**src/rtl/arb_pkg.sv**
```systemverilog
// arb_pkg: state encodings and requester count shared by the round-robin arbiter
package arb_pkg;
  localparam int NREQ = 4;
  typedef enum logic [1:0] {IDLE = 2'd0, BUSY = 2'd1, DONE = 2'd2} state_t;
endpackage

```
**src/rtl/mux4.sv**
```systemverilog
// mux4: parameterised 4:1 select used for the shared-port address and write-enable
module mux4 #(
  parameter int W = 1
) (
  input  logic [1:0]   sel,
  input  logic [W-1:0] d0,
  input  logic [W-1:0] d1,
  input  logic [W-1:0] d2,
  input  logic [W-1:0] d3,
  output logic [W-1:0] y
);
  assign y = sel[1] ? (sel[0] ? d3 : d2) : (sel[0] ? d1 : d0);
endmodule

```
**src/rtl/arb_rr4.sv**
```systemverilog
// arb_rr4: 4-way round-robin arbiter holding a grant through the bus handshake; ARB_TIMEOUT_EN adds a BUSY abort timer
module arb_rr4
  import arb_pkg::*;
#(
  parameter int WIDTH   = 32,
  parameter int TIMEOUT = 16
) (
  input  logic              clk,
  input  logic              rst_n,
  input  logic [NREQ-1:0]   req,
  input  logic [WIDTH-1:0]  addr0,
  input  logic [WIDTH-1:0]  addr1,
  input  logic [WIDTH-1:0]  addr2,
  input  logic [WIDTH-1:0]  addr3,
  input  logic [NREQ-1:0]   we,
  input  logic              bus_ready,
  output logic              bus_valid,
  output logic [WIDTH-1:0]  bus_addr,
  output logic              bus_we,
  output logic [NREQ-1:0]   gnt,
  output logic [1:0]        gnt_sel,
  output logic [NREQ-1:0]   ack,
  output logic              err
);
  state_t state, state_n;
  logic [1:0] ptr, ptr_n, sel_n, idx, win;
  logic [NREQ-1:0] gnt_n, ack_n, rot;
  logic valid_n, err_n, tout;
`ifdef ARB_TIMEOUT_EN
  localparam int CW = TIMEOUT > 1 ? $clog2(TIMEOUT) : 1;
  logic [CW-1:0] cnt, cnt_n;
  assign tout = cnt == CW'(TIMEOUT - 1);
  always_ff @(posedge clk)
    if (!rst_n) cnt <= '0;
    else cnt <= cnt_n;
  assign cnt_n = state == BUSY ? cnt + 1'b1 : '0;
`else
  logic unused_timeout;
  assign unused_timeout = ^TIMEOUT;
  assign tout = 1'b0;
`endif
  mux4 #(.W(WIDTH)) u_addr_mux (.sel(gnt_sel), .d0(addr0), .d1(addr1), .d2(addr2), .d3(addr3), .y(bus_addr));
  mux4 #(.W(1)) u_we_mux (.sel(gnt_sel), .d0(we[0]), .d1(we[1]), .d2(we[2]), .d3(we[3]), .y(bus_we));
  // rotate so bit 0 is the highest-priority requester, then pick the lowest set bit
  always_comb begin
    rot = NREQ'({req, req} >> ptr);
    idx = 2'd0;
    for (int i = NREQ - 1; i >= 0; i--) if (rot[i]) idx = 2'(i);
    win = ptr + idx;
  end
  always_comb begin
    state_n = state;
    ptr_n   = ptr;
    gnt_n   = gnt;
    sel_n   = gnt_sel;
    ack_n   = '0;
    err_n   = 1'b0;
    case (state)
      IDLE: if (|req) begin
        state_n = BUSY;
        sel_n   = win;
        gnt_n   = NREQ'(1) << win;
      end
      BUSY: if (bus_ready || tout) begin
        state_n = DONE;
        ptr_n   = gnt_sel + 2'd1;
        ack_n   = gnt;
        err_n   = tout & ~bus_ready;
      end
      DONE: begin
        state_n = IDLE;
        gnt_n   = '0;
      end
      default: state_n = IDLE;
    endcase
    valid_n = state_n == BUSY;
  end
  always_ff @(posedge clk)
    if (!rst_n) begin
      state     <= IDLE;
      ptr       <= 2'd0;
      gnt       <= '0;
      gnt_sel   <= 2'd0;
      bus_valid <= 1'b0;
      ack       <= '0;
      err       <= 1'b0;
    end else begin
      state     <= state_n;
      ptr       <= ptr_n;
      gnt       <= gnt_n;
      gnt_sel   <= sel_n;
      bus_valid <= valid_n;
      ack       <= ack_n;
      err       <= err_n;
    end
endmodule

```
**config.mk**
```make
export PLATFORM = sky130hd
export DESIGN_NAME = arb_rr4
export DESIGN_NICKNAME = d
export VERILOG_FILES = /design/src/rtl/arb_pkg.sv /design/src/rtl/mux4.sv /design/src/rtl/arb_rr4.sv
export SDC_FILE = /design/constraint.sdc
export NUM_CORES = 1
export LEC_CHECK = 0
export ABC_AREA = 1
export ABC_CLOCK_PERIOD_IN_PS = 2040
export CELL_PAD_IN_SITES_DETAIL_PLACEMENT = 0
export CELL_PAD_IN_SITES_GLOBAL_PLACEMENT = 1
export CORE_UTILIZATION = 16
export CTS_CLUSTER_SIZE = 8
export DETAILED_ROUTE_END_ITERATION = 6
export GPL_ROUTABILITY_DRIVEN = 0
export HOLD_SLACK_MARGIN = 0.12
export PLACE_DENSITY_LB_ADDON = 0.05
export SLEW_MARGIN = 20
export SYNTH_ARGS = -nofsm -noshare
export SYNTH_HDL_FRONTEND = slang
export SYNTH_SLANG_ARGS = --single-unit
export TNS_END_PERCENT = 10
```
**constraint.sdc**
```tcl
create_clock -name clk -period 2.04 [get_ports clk]
set_input_delay 0.612 -clock clk [delete_from_list [all_inputs] [get_ports clk]]
set_output_delay 0.612 -clock clk [all_outputs]
set_load 0.005 [all_outputs]
```
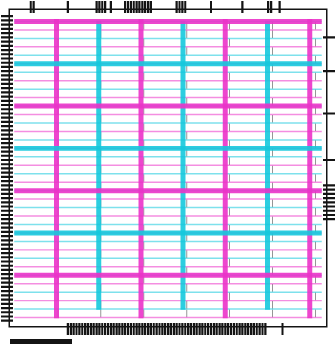
(floorplan with the power grid)
Scale bar: 20 µm. Pins as bars on the die edge. Tap cells in gray.
VSS -> magenta
VDD -> cyan
met5 straps = 7
met1 rails = 36
rows = 35
tap cells = 129

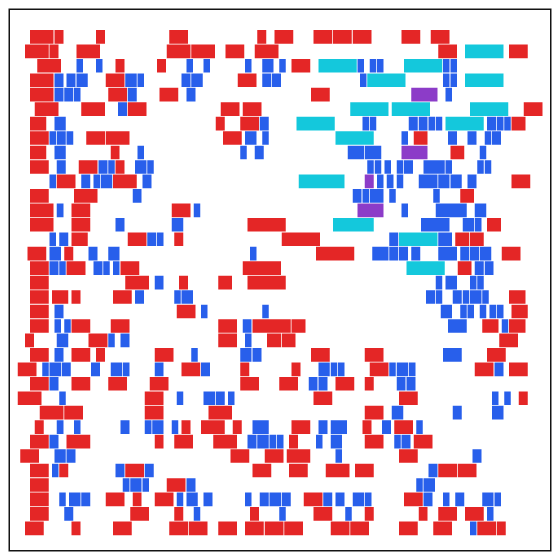
(cells colored by class)
remaining buffers and delay cells -> red  # cells 200, share of their area 55%
remaining logic cells -> blue  # cells 252, share of their area 35%
sequential cells -> cyan  # cells 15, share of their area 8.7%
clock drivers and dummy loads -> purple  # cells 4, share of their area 1.3%

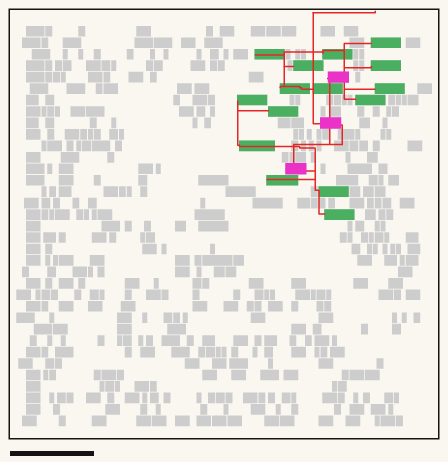
(clock distribution)
Scale bar: 20 µm.
flip-flops -> green  # count 15
clock wires -> red  # length 231 µm
clock-net drivers -> magenta  # count 3
routed clock nets = 4

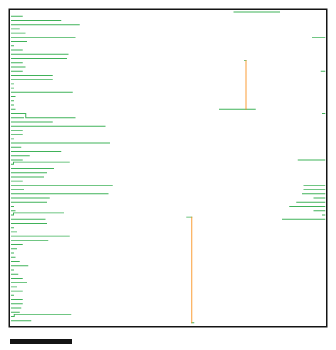
(signal wires by layer)
Scale bar: 20 µm. Only two layers are drawn.
M4 -> orange  # wire length 49.6 µm
M3 -> green  # wire length 710 µm

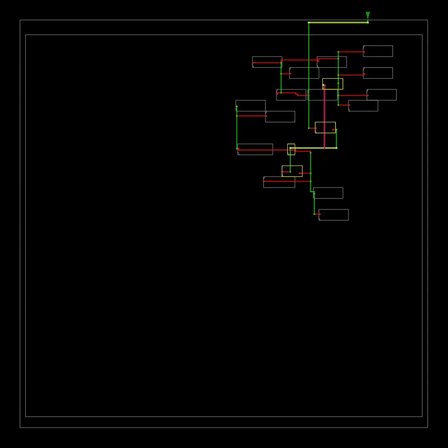
(the clock network)
CTS sink count: 15
cts bufs inserted: 3
clk pwr: 0.245 mW
clkbuf count: 3

==> reports/qor.csv <==
metric;value;unit
outcome;finished, violations left;
failing checks;negative setup slack;
register area share after synthesis;18.9;%
Combinational Power Share;66.2;%
Clock Path Buffers;2;
reg-to-reg critical path startpoint;ptr[0];
worst IR drop on VDD;0.158;mV
1st-pass router iterations;4;
DR WL met2;4220;µm
Hold Fails Final Rpt;0;
simple-gate area share of the yosys netlist;30.2;%
fa+ha+maj area frac;0.788;%
signal buffers share of area;52.2;%
Clk network pwr share;14.0;%
grt met2 use;29.3;%
core area;9420;µm²
sequential share of cell area;8.31;%
Max Freq;0.485;GHz
Max Cap Viol;0;
cell area after layout;3670;µm²
CTS tree;built;
Startpoint Class;primary input;
# Taps;129;
vias post-DR;2616;
DP HPWL;6520;µm
Post-CTS Setup Inserts;0;
most numerous logic cells after layout;clkdlybuf4s50_1 (116), nor2_1 (76), o21ai_1 (38), o22ai_1 (33), buf_2 (33);
grt ovf;0;
mux frac, synth;0;%
Finished Core Util;39.0;%
Fill cells;1041;
Commonest Layout Cell;clkdlybuf4s50_1;
Pwr Total;1.76;mW
Reg area;305;µm²
IO Port Bufs;182;
Log Warnings;28;
Worst Hold Depth;2;
share of post-route cells with drive strength above 1;17.6;%
worst hold start;gnt[3];
bufs w/o clock;200;
top flop regs;ack: 4 flops, gnt: 4 flops;
First DRT Iteration DRCs;73;
Max FO, Critical Path;1;
Cell Area, Synth;1590;µm²
largest class;buffers;
worst slack at placement;-0.433;ns
CP max-delay cell;clkdlybuf4s50_1;
vias in the first global route;2621;
area growth from synthesis to layout;131;%
Inserted Diodes;0;
leading area contributor after synthesis;dfxtp_1;
Mean Syn Cell Area;5.49;µm²
Int Power;1.09;mW
GRT Max-Usage Layer;met2;
top cells by count, synth;nor2_1 (76), o21ai_0 (58), o22ai_1 (33);
flops out of synthesis;15;
ClkCell Share;1.26;%
Final Max Tran Viols;0;
CP Capture Point;bus_addr[26];
Mapped Cells;289;
Net Count, Synth;429;
FP Rows;35;
nets;612;
Buffers & Inverters on Critical Path;2;
chip area;10300;µm²
Leak Pwr;1.67;nW
setup ws final;-0.0208;ns
Comb gates;234;
# DRC;0;
final cell count without fillers;600;
Top Metal Used;met4;
drt via density;4.36;
CP Class;primary input to primary output;
path length in cells of the critical path;4;
GR Util met1;15.9;%
flip-flops with a built-in enable;0;
DIE HEIGHT;102;µm
period utilization;101;%
switching power;0.671;mW
Wirelength per Cell;13.4;µm
first-pass GRT wire length;12300;µm
FP Util;16.9;%
CP arrival;1.45;ns
Final setup viols;2;
initial antenna violation count;0;
Setup TNS Final;-0.0278;ns
CP Cell Sequence;clkdlybuf4s50_1 > o21ai_0 > o22ai_1 > buf_2;
Power figures rest on the tool's default switching activity, not on a simulated workload.
